### config.mk
export PLATFORM = sky130hd
export DESIGN_NAME = mc_core
export DESIGN_NICKNAME = d
export VERILOG_FILES = /design/src/rtl/mc_core.sv
export SDC_FILE = /design/constraint.sdc
export NUM_CORES = 1
export LEC_CHECK = 0
export CAP_MARGIN = 30
export CORE_MARGIN = 2
export CORE_UTILIZATION = 30
export DETAILED_ROUTE_END_ITERATION = 8
export SLEW_MARGIN = 0
export SYNTH_ARGS = -nofsm -noshare
export SYNTH_HDL_FRONTEND = slang
export SYNTH_SLANG_ARGS = --single-unit
### constraint.sdc
create_clock -name clk -period 12.2 [get_ports clk]
set_input_delay 1.83 -clock clk [delete_from_list [all_inputs] [get_ports clk]]
set_output_delay 1.83 -clock clk [all_outputs]
set_load 0.02 [all_outputs]
### src/rtl/mc_core.sv
// ---------------------------------------------------------------------------
// mc_core
//   Multi-cycle 8-register processor core with a start/done handshake.
//   Each instruction is fetched from an external instruction port, executed,
//   and, for loads and stores, completed through a variable-latency data
//   memory handshake. A BZ with a zero immediate halts the core.
//
//   Instruction format (9 bits): {op[8:6], ra[5:3], rb_imm[2:0]}
//     000 ADD  001 SUB  010 AND  011 XOR  100 LDI  101 LD  110 ST  111 BZ/HALT
//
// Parameters
//   DW          data / register / data-address width (>= 4)
//   PW          program counter width (>= 4)
//   START_ADDR  PC value loaded on an accepted start
//
// Ports
//   clk         rising-edge clock
//   reset       asynchronous active-high reset, clears all state
//   start       one-cycle pulse, honoured only in IDLE or HALTED
//   done        high while HALTED
//   imem_addr   instruction address (the PC register itself)
//   imem_rdata  instruction word, captured at the end of FETCH
//   dmem_req    data access request, held until dmem_ack
//   dmem_we     1 = store, 0 = load
//   dmem_addr   data access address
//   dmem_wdata  store data
//   dmem_rdata  load data, valid in the ack cycle
//   dmem_ack    access complete, only looked at while dmem_req is high
//   cycles      run cycle counter
//
// Optional feature
//   MC_CORE_CYCLE_COUNT_EN  when defined, 'cycles' counts FETCH/EXEC/MEM
//                           cycles since the last accepted start, freezes in
//                           HALTED and saturates. When undefined, 'cycles'
//                           is tied to zero and no counter flops exist.
// ---------------------------------------------------------------------------
module mc_core #(
  parameter int unsigned   DW         = 8,
  parameter int unsigned   PW         = 12,
  parameter logic [PW-1:0] START_ADDR = '0
) (
  input  logic          clk,
  input  logic          reset,
  input  logic          start,
  output logic          done,
  output logic [PW-1:0] imem_addr,
  input  logic [8:0]    imem_rdata,
  output logic          dmem_req,
  output logic          dmem_we,
  output logic [DW-1:0] dmem_addr,
  output logic [DW-1:0] dmem_wdata,
  input  logic [DW-1:0] dmem_rdata,
  input  logic          dmem_ack,
  output logic [31:0]   cycles
);

  typedef enum logic [2:0] {
    IDLE   = 3'd0,
    FETCH  = 3'd1,
    EXEC   = 3'd2,
    MEM    = 3'd3,
    HALTED = 3'd4
  } state_t;

  localparam logic [2:0] OP_ADD = 3'b000;
  localparam logic [2:0] OP_SUB = 3'b001;
  localparam logic [2:0] OP_AND = 3'b010;
  localparam logic [2:0] OP_XOR = 3'b011;
  localparam logic [2:0] OP_LDI = 3'b100;
  localparam logic [2:0] OP_LD  = 3'b101;
  localparam logic [2:0] OP_ST  = 3'b110;
  localparam logic [2:0] OP_BZ  = 3'b111;

  localparam logic [PW-1:0] PC_ONE = {{(PW-1){1'b0}}, 1'b1};

  state_t        state_q, state_d;
  logic [PW-1:0] pc_q, pc_d;
  logic [8:0]    ir_q, ir_d;
  logic [DW-1:0] regFile_q [8];

  logic          regWe;
  logic [2:0]    regWaddr;
  logic [DW-1:0] regWdata;

  logic          done_q, done_d;
  logic          req_q, req_d;
  logic          we_q, we_d;
  logic [DW-1:0] addr_q, addr_d;
  logic [DW-1:0] wdata_q, wdata_d;

  logic [2:0]    op, ra, rb;
  logic [DW-1:0] rA, rB, aluResult;
  logic [PW-1:0] branchOffset;
  logic          isMem, isHalt, memDone, isAluOrLdi;

  assign op           = ir_q[8:6];
  assign ra           = ir_q[5:3];
  assign rb           = ir_q[2:0];
  assign rA           = regFile_q[ra];
  assign rB           = regFile_q[rb];
  assign isMem        = (op == OP_LD) || (op == OP_ST);
  assign isHalt       = (op == OP_BZ) && (rb == 3'b000);
  assign isAluOrLdi   = (op[2] == 1'b0) || (op == OP_LDI);
  // The 3-bit immediate is a two's complement branch displacement (-4..+3).
  assign branchOffset = {{(PW-3){rb[2]}}, rb};
  // An ack only counts while a request is actually outstanding.
  assign memDone      = (state_q == MEM) && req_q && dmem_ack;

  // State register.
  always_ff @(posedge clk or posedge reset) begin
    if (reset) begin
      state_q <= IDLE;
    end else begin
      state_q <= state_d;
    end
  end

  // Next-state logic. start is ignored outside IDLE and HALTED.
  always_comb begin
    state_d = state_q;
    case (state_q)
      IDLE, HALTED: if (start) state_d = FETCH;
      FETCH:        state_d = EXEC;
      EXEC: begin
        if (isMem) begin
          state_d = MEM;
        end else if (isHalt) begin
          state_d = HALTED;
        end else begin
          state_d = FETCH;
        end
      end
      MEM:          if (memDone) state_d = FETCH;
      default:      state_d = IDLE;
    endcase
  end

  // Output logic: next values of the registered handshake outputs. The
  // request fields are loaded once in EXEC and held until the ack so the
  // memory sees a stable transaction.
  always_comb begin
    done_d  = (state_d == HALTED);
    req_d   = req_q;
    we_d    = we_q;
    addr_d  = addr_q;
    wdata_d = wdata_q;
    if ((state_q == EXEC) && isMem) begin
      req_d   = 1'b1;
      we_d    = (op == OP_ST);
      addr_d  = rB;
      wdata_d = rA;
    end else if (memDone) begin
      req_d   = 1'b0;
    end
  end

  // Output registers; the request drops immediately on reset.
  always_ff @(posedge clk or posedge reset) begin
    if (reset) begin
      done_q  <= 1'b0;
      req_q   <= 1'b0;
      we_q    <= 1'b0;
      addr_q  <= '0;
      wdata_q <= '0;
    end else begin
      done_q  <= done_d;
      req_q   <= req_d;
      we_q    <= we_d;
      addr_q  <= addr_d;
      wdata_q <= wdata_d;
    end
  end

  // ALU. Results wrap modulo 2^DW; the default arm produces the LDI value.
  always_comb begin
    case (op)
      OP_ADD:  aluResult = rA + rB;
      OP_SUB:  aluResult = rA - rB;
      OP_AND:  aluResult = rA & rB;
      OP_XOR:  aluResult = rA ^ rB;
      default: aluResult = {{(DW-3){1'b0}}, rb};
    endcase
  end

  // Datapath next-state: PC, instruction register and register-file write.
  // The single write port is used by ALU/LDI in EXEC or by a load on its
  // ack cycle; those never coincide.
  always_comb begin
    pc_d     = pc_q;
    ir_d     = ir_q;
    regWe    = 1'b0;
    regWaddr = ra;
    regWdata = aluResult;
    case (state_q)
      IDLE, HALTED: if (start) pc_d = START_ADDR;
      FETCH:        ir_d = imem_rdata;
      EXEC: begin
        if (isAluOrLdi) begin
          regWe = 1'b1;
          pc_d  = pc_q + PC_ONE;
        end else if ((op == OP_BZ) && !isHalt) begin
          pc_d = (rA == '0) ? (pc_q + branchOffset) : (pc_q + PC_ONE);
        end
      end
      MEM: begin
        if (memDone) begin
          pc_d = pc_q + PC_ONE;
          if (!we_q) begin
            regWe    = 1'b1;
            regWdata = dmem_rdata;
          end
        end
      end
      default: ;
    endcase
  end

  // PC and instruction register.
  always_ff @(posedge clk or posedge reset) begin
    if (reset) begin
      pc_q <= START_ADDR;
      ir_q <= '0;
    end else begin
      pc_q <= pc_d;
      ir_q <= ir_d;
    end
  end

  // Register file. Contents survive a restart and are only cleared by reset.
  always_ff @(posedge clk or posedge reset) begin
    if (reset) begin
      for (int i = 0; i < 8; i++) begin
        regFile_q[i] <= '0;
      end
    end else if (regWe) begin
      regFile_q[regWaddr] <= regWdata;
    end
  end

`ifdef MC_CORE_CYCLE_COUNT_EN
  logic [31:0] cycles_q, cycles_d;

  // Run-cycle counter: cleared by an accepted start, counts active cycles,
  // sticks at all-ones rather than wrapping.
  always_comb begin
    cycles_d = cycles_q;
    if (((state_q == IDLE) || (state_q == HALTED)) && start) begin
      cycles_d = '0;
    end else if (((state_q == FETCH) || (state_q == EXEC) || (state_q == MEM))
                 && (cycles_q != 32'hFFFF_FFFF)) begin
      cycles_d = cycles_q + 32'd1;
    end
  end

  always_ff @(posedge clk or posedge reset) begin
    if (reset) begin
      cycles_q <= '0;
    end else begin
      cycles_q <= cycles_d;
    end
  end

  assign cycles = cycles_q;
`else
  assign cycles = '0;
`endif

  assign done       = done_q;
  assign imem_addr  = pc_q;
  assign dmem_req   = req_q;
  assign dmem_we    = we_q;
  assign dmem_addr  = addr_q;
  assign dmem_wdata = wdata_q;

endmodule

### Cell classes on the final placement, run 1

The bar under the picture is 50 um long.
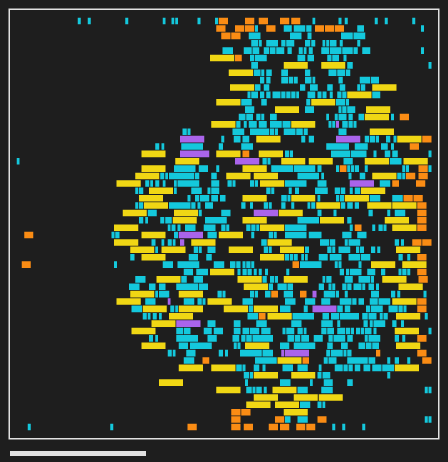
[flops] yellow | cells: 107 | share of their area: 35%
[other buffers and delay cells] orange | cells: 63 | share of their area: 7.8%
[combinational and other logic] cyan | cells: 582 | share of their area: 54%
[clock drivers and dummy loads] purple | cells: 15 | share of their area: 3.6%

### Routing congestion, run 1

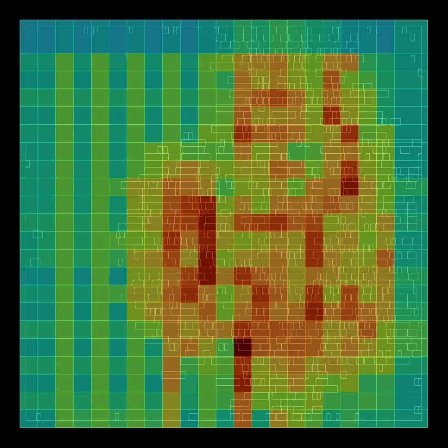
Wirelength per Cell: 17.7 um
All-Layer GR Usage: 16.1%
gr busiest metal: met2
met2 Track Usage GR: 25.6%

### Register map, names as in the netlist, run 1

The bar under the picture is 50 um long. Other sequential cells in the stronger grey, the rest of the logic in the fainter grey.
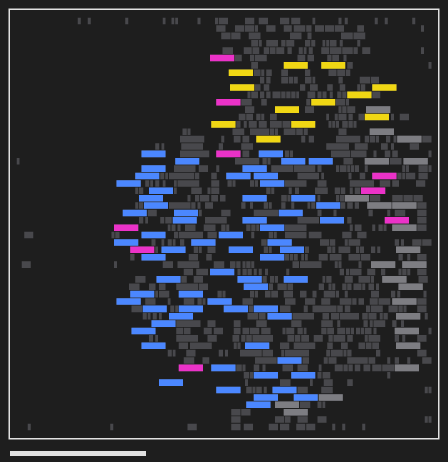
[ir_q] magenta | flops: 9
[regFile_q] blue | flops: 64
[imem_addr] yellow | flops: 12
not coloured: 22

### Metal layers overlaid, run 1

The bar under the picture is 50 um long. Only two layers are drawn.
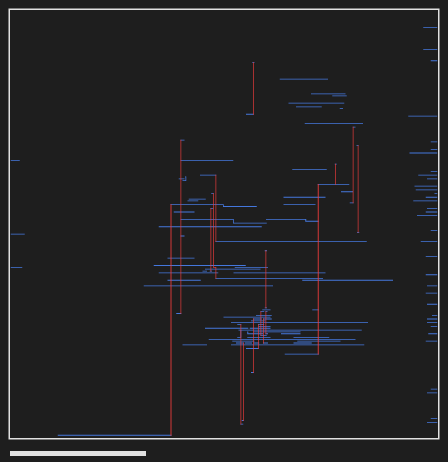
[metal 4] red | wire length: 518 um
[metal 3] blue | wire length: 1,230 um
WL final: 19,200 um
routed vias: 5,638

==> flow_summary.json, run 1 <==
{
  "yosys_area_mm2": 0.00709,
  "cts_tree": "yes",
  "slew_headroom_pct": 33.6,
  "reg2reg_from": "ir_q[1]",
  "firstDrtPassIters": 5,
  "drtAntennaViolNets": 0,
  "design.seq.count": 107,
  "period_minus_slack_ns": 4.70,
  "synth-main-ff-cell": "dfrtp_1",
  "syn_inst": 725,
  "whs_ns": 0.475,
  "critical_path_buf_inv_count": 2,
  "hold_viol": 0,
  "ctsHtreeMaxLevel": 3,
  "grt_pass1_vias": 5345,
  "clk_latency_ns": 0.36,
  "worst_path_largest_cell_delay_ns": 0.71,
  "dp_cells": 1070,
  "row_count": 56,
  "seq_area_share_pct": 33.2,
  "topCellsByArea": "dfrtp_1 (38%), mux4_2 (6.7%), ha_1 (4.9%), mux2_2 (4.4%), o21ai_0 (4.0%)",
  "clkCellAreaFrac_pct": 3.42,
  "core_area_mm2": 0.0233,
  "largest_register_ffs": 64,
  "slowest_stage": "dfrtp_1",
  "via_per_inst": 5.19,
  "fin_crit_sh_pct": 38.6,
  "outcome": "finished, final reports clean",
  "bufAreaShareNonClock_pct": 7.41,
  "hold_end": "dmem_addr[0]",
  "numPortBuffers": 51,
  "critPathTopFamily": "AND-OR/OR-AND gates",
  "hold_start": "dmem_addr[0]",
  "postCtsSetupRepairBufs": 0,
  "mux_area_share_pct": 14.9,
  "lay_top_cells": "dfrtp_1 (107), nor2_1 (66), nand2_1 (64)",
  "final-max-slew-violation-count": 0,
  "top_cell_area_share_pct": 37.7,
  "nClkBuffers": 12,
  "top_cell": "dfrtp_1",
  "initCoreUtil_pct": 30.4,
  "numCtsBuffers": 9,
  "num-fill-cells": 2359,
  "cts_sinks": 107,
  "comb_share_pct": 49.8,
  "clock-root-buffer": "clkbuf_16"
}
## Run 2: what changed since run 1
Clock period 12.2 ns to 3.8 ns, I/O delays scaled along.
### Metal layers overlaid, run 2

The bar under the picture is 50 um long. Only two layers are drawn.
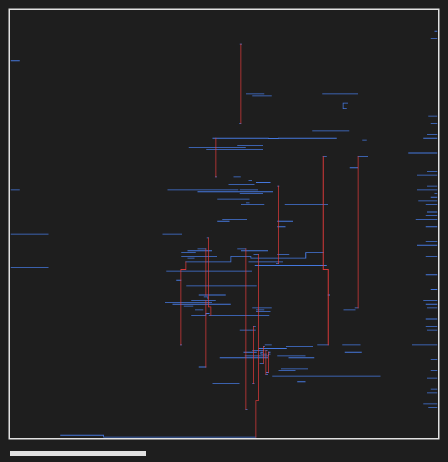
[metal 4] red | wire length: 473 um
[metal 3] blue | wire length: 1,060 um

### Selected gate families, run 2

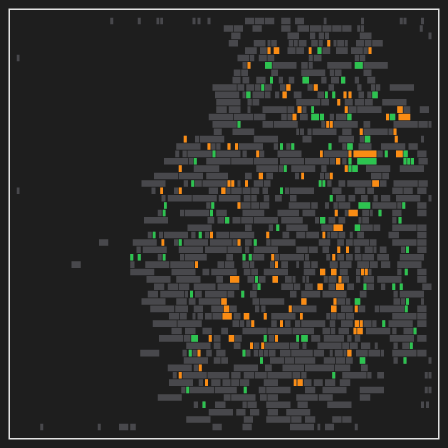
[NAND gates] green | cells: 88
[NOR gates] orange | cells: 98
fraction of area in multi-input gates: 47.3%
post-route insts no fill: 1,151
most instantiated logic cell after routing: dfrtp_1

==> run 2 against run 1 <==
Effect of this change: global-route usage barely moved; final area rose by 7.8%.
==> flow_summary.json, run 2 <==
{
  "outcome": "finished, final reports clean",
  "hold_start": "dmem_addr[4]",
  "critPathTopFamily": "simple AND/OR/NAND/NOR gates",
  "slew_headroom_pct": 33.2,
  "worst_ep_arrival_time_ns": 3.83,
  "reg2reg_from": "ir_q[1]",
  "top_cell": "dfrtp_1",
  "lay_top_cells": "dfrtp_1 (106), buf_4 (72), nor2_1 (65)",
  "numPortBuffers": 51,
  "finish.net_count": 878,
  "largest_register_ffs": 64,
  "clk_latency_ns": 0.37,
  "ctsHtreeMaxLevel": 3,
  "taps": 319,
  "die_h_um": 158,
  "cts_tree": "yes",
  "syn_inst": 725,
  "design.seq.count": 107,
  "postSynth.asyncResetShare_pct": 100,
  "critical_path_buf_inv_count": 4,
  "ys_warn_count": 0,
  "core_area_mm2": 0.0233,
  "utilization_pct": 37.3,
  "row_count": 56,
  "synth-main-ff-cell": "dfrtp_1",
  "fin_crit_sh_pct": 95.3,
  "hold_end": "dmem_addr[4]",
  "clock-root-buffer": "clkbuf_16",
  "busiest_layer": "met2",
  "routed_wl_um": 19900,
  "cts_sinks": 107,
  "maxUsedRoutingLayer": "met4",
  "worst_path_largest_cell_delay_ns": 0.51,
  "mux_area_share_pct": 14.9,
  "seq_area_share_pct": 30.8,
  "topCellsByArea": "dfrtp_1 (38%), mux4_2 (6.7%), ha_1 (4.9%), mux2_2 (4.4%), o21ai_0 (4.0%)",
  "dp_cells": 1129,
  "hold_viol": 0,
  "met2_usage_pct": 26.3,
  "postCtsSetupRepairBufs": 0,
  "period_minus_slack_ns": 3.62,
  "firstDrtPassIters": 5,
  "avgRoutedWirePerCell_um": 17.3,
  "bufAreaShareNonClock_pct": 12.7,
  "num-fill-cells": 2369,
  "via_per_inst": 5.21,
  "nClkBuffers": 10,
  "met3_usage_pct": 2.46,
  "antenna_cells": 0,
  "via_count": 5995,
  "r2r_cells": 17,
  "slowest_stage": "mux4_2",
  "clkCellAreaFrac_pct": 3.48,
  "track_usage_pct": 16.1,
  "numCtsBuffers": 9,
  "drtAntennaViolNets": 0,
  "yosys_area_mm2": 0.00709,
  "initCoreUtil_pct": 30.4,
  "cap_violations": 0,
  "route.met2.wl_um": 9420,
  "whs_ns": 0.477
}
## Run 3: what changed since run 2
Settings changed: MAX_ROUTING_LAYER set to met4.
### Cell classes on the final placement, run 3

The bar under the picture is 50 um long.
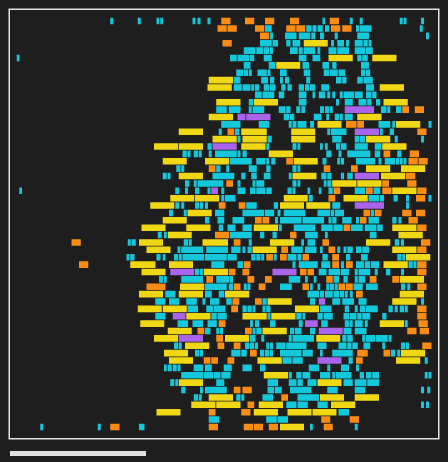
[flops] yellow | cells: 107 | share of their area: 32%
[clock drivers and dummy loads] purple | cells: 16 | share of their area: 4.1%
[combinational and other logic] cyan | cells: 582 | share of their area: 50%
[other buffers and delay cells] orange | cells: 123 | share of their area: 13%

### Routing congestion, run 3

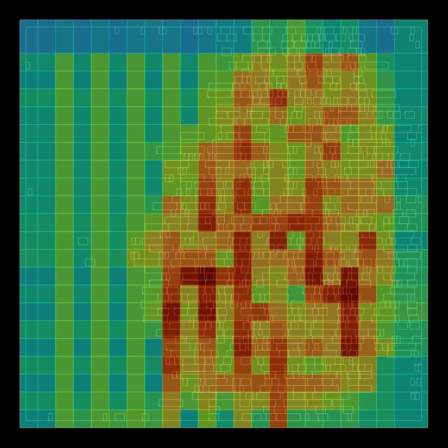
All-Layer GR Usage: 17.0%
met1 usage: 22.6%

==> run 3 against run 2 <==
Effect of this change: clock-buffer cell count grew 1; non-clock buffer count shrank 4; maximum frequency shrank 0.55%; first-iteration DRC count shrank 1.2%; core utilization shrank 0.20 points; sequential share of layout area grew 0.20 points; critical path depth is the same.
==> flow_summary.json, run 3 <==
{
  "worst_path_largest_cell_delay_ns": 0.53,
  "final-max-slew-violation-count": 0,
  "largest_register_ffs": 64,
  "top_cell": "dfrtp_1",
  "clkCellAreaFrac_pct": 3.89,
  "whs_ns": 0.478,
  "hold_end": "dmem_addr[4]",
  "hold_viol": 0,
  "grt_pass1_vias": 5587,
  "design.seq.count": 107,
  "busiest_layer": "met2",
  "cts_tree": "yes",
  "firstDrtPassIters": 6,
  "dp_cells": 1129,
  "outcome": "finished, final reports clean",
  "clk_latency_ns": 0.36,
  "taps": 319,
  "r2r_cells": 17,
  "worst_ep_arrival_time_ns": 3.85,
  "bufAreaShareNonClock_pct": 12.5,
  "comb_share_pct": 46.9,
  "row_count": 56,
  "nClkBuffers": 11,
  "met3_usage_pct": 3.28,
  "routed_wl_um": 19900,
  "postCtsSetupRepairBufs": 0,
  "initCoreUtil_pct": 30.4,
  "maxUsedRoutingLayer": "met4",
  "core_area_mm2": 0.0233,
  "reg2reg_from": "ir_q[1]",
  "die_h_um": 158,
  "route.met2.wl_um": 9260,
  "seq_area_share_pct": 31.0,
  "slew_headroom_pct": 46.4,
  "via_per_inst": 5.10,
  "avgRoutedWirePerCell_um": 17.3,
  "via_count": 5855,
  "top_cell_area_share_pct": 37.7,
  "ys_warn_count": 0,
  "fin_crit_sh_pct": 95.8,
  "hold_start": "dmem_addr[4]",
  "ctsHtreeMaxLevel": 3,
  "syn_inst": 725,
  "critical_path_buf_inv_count": 4,
  "critPathTopFamily": "simple AND/OR/NAND/NOR gates",
  "period_minus_slack_ns": 3.64
}
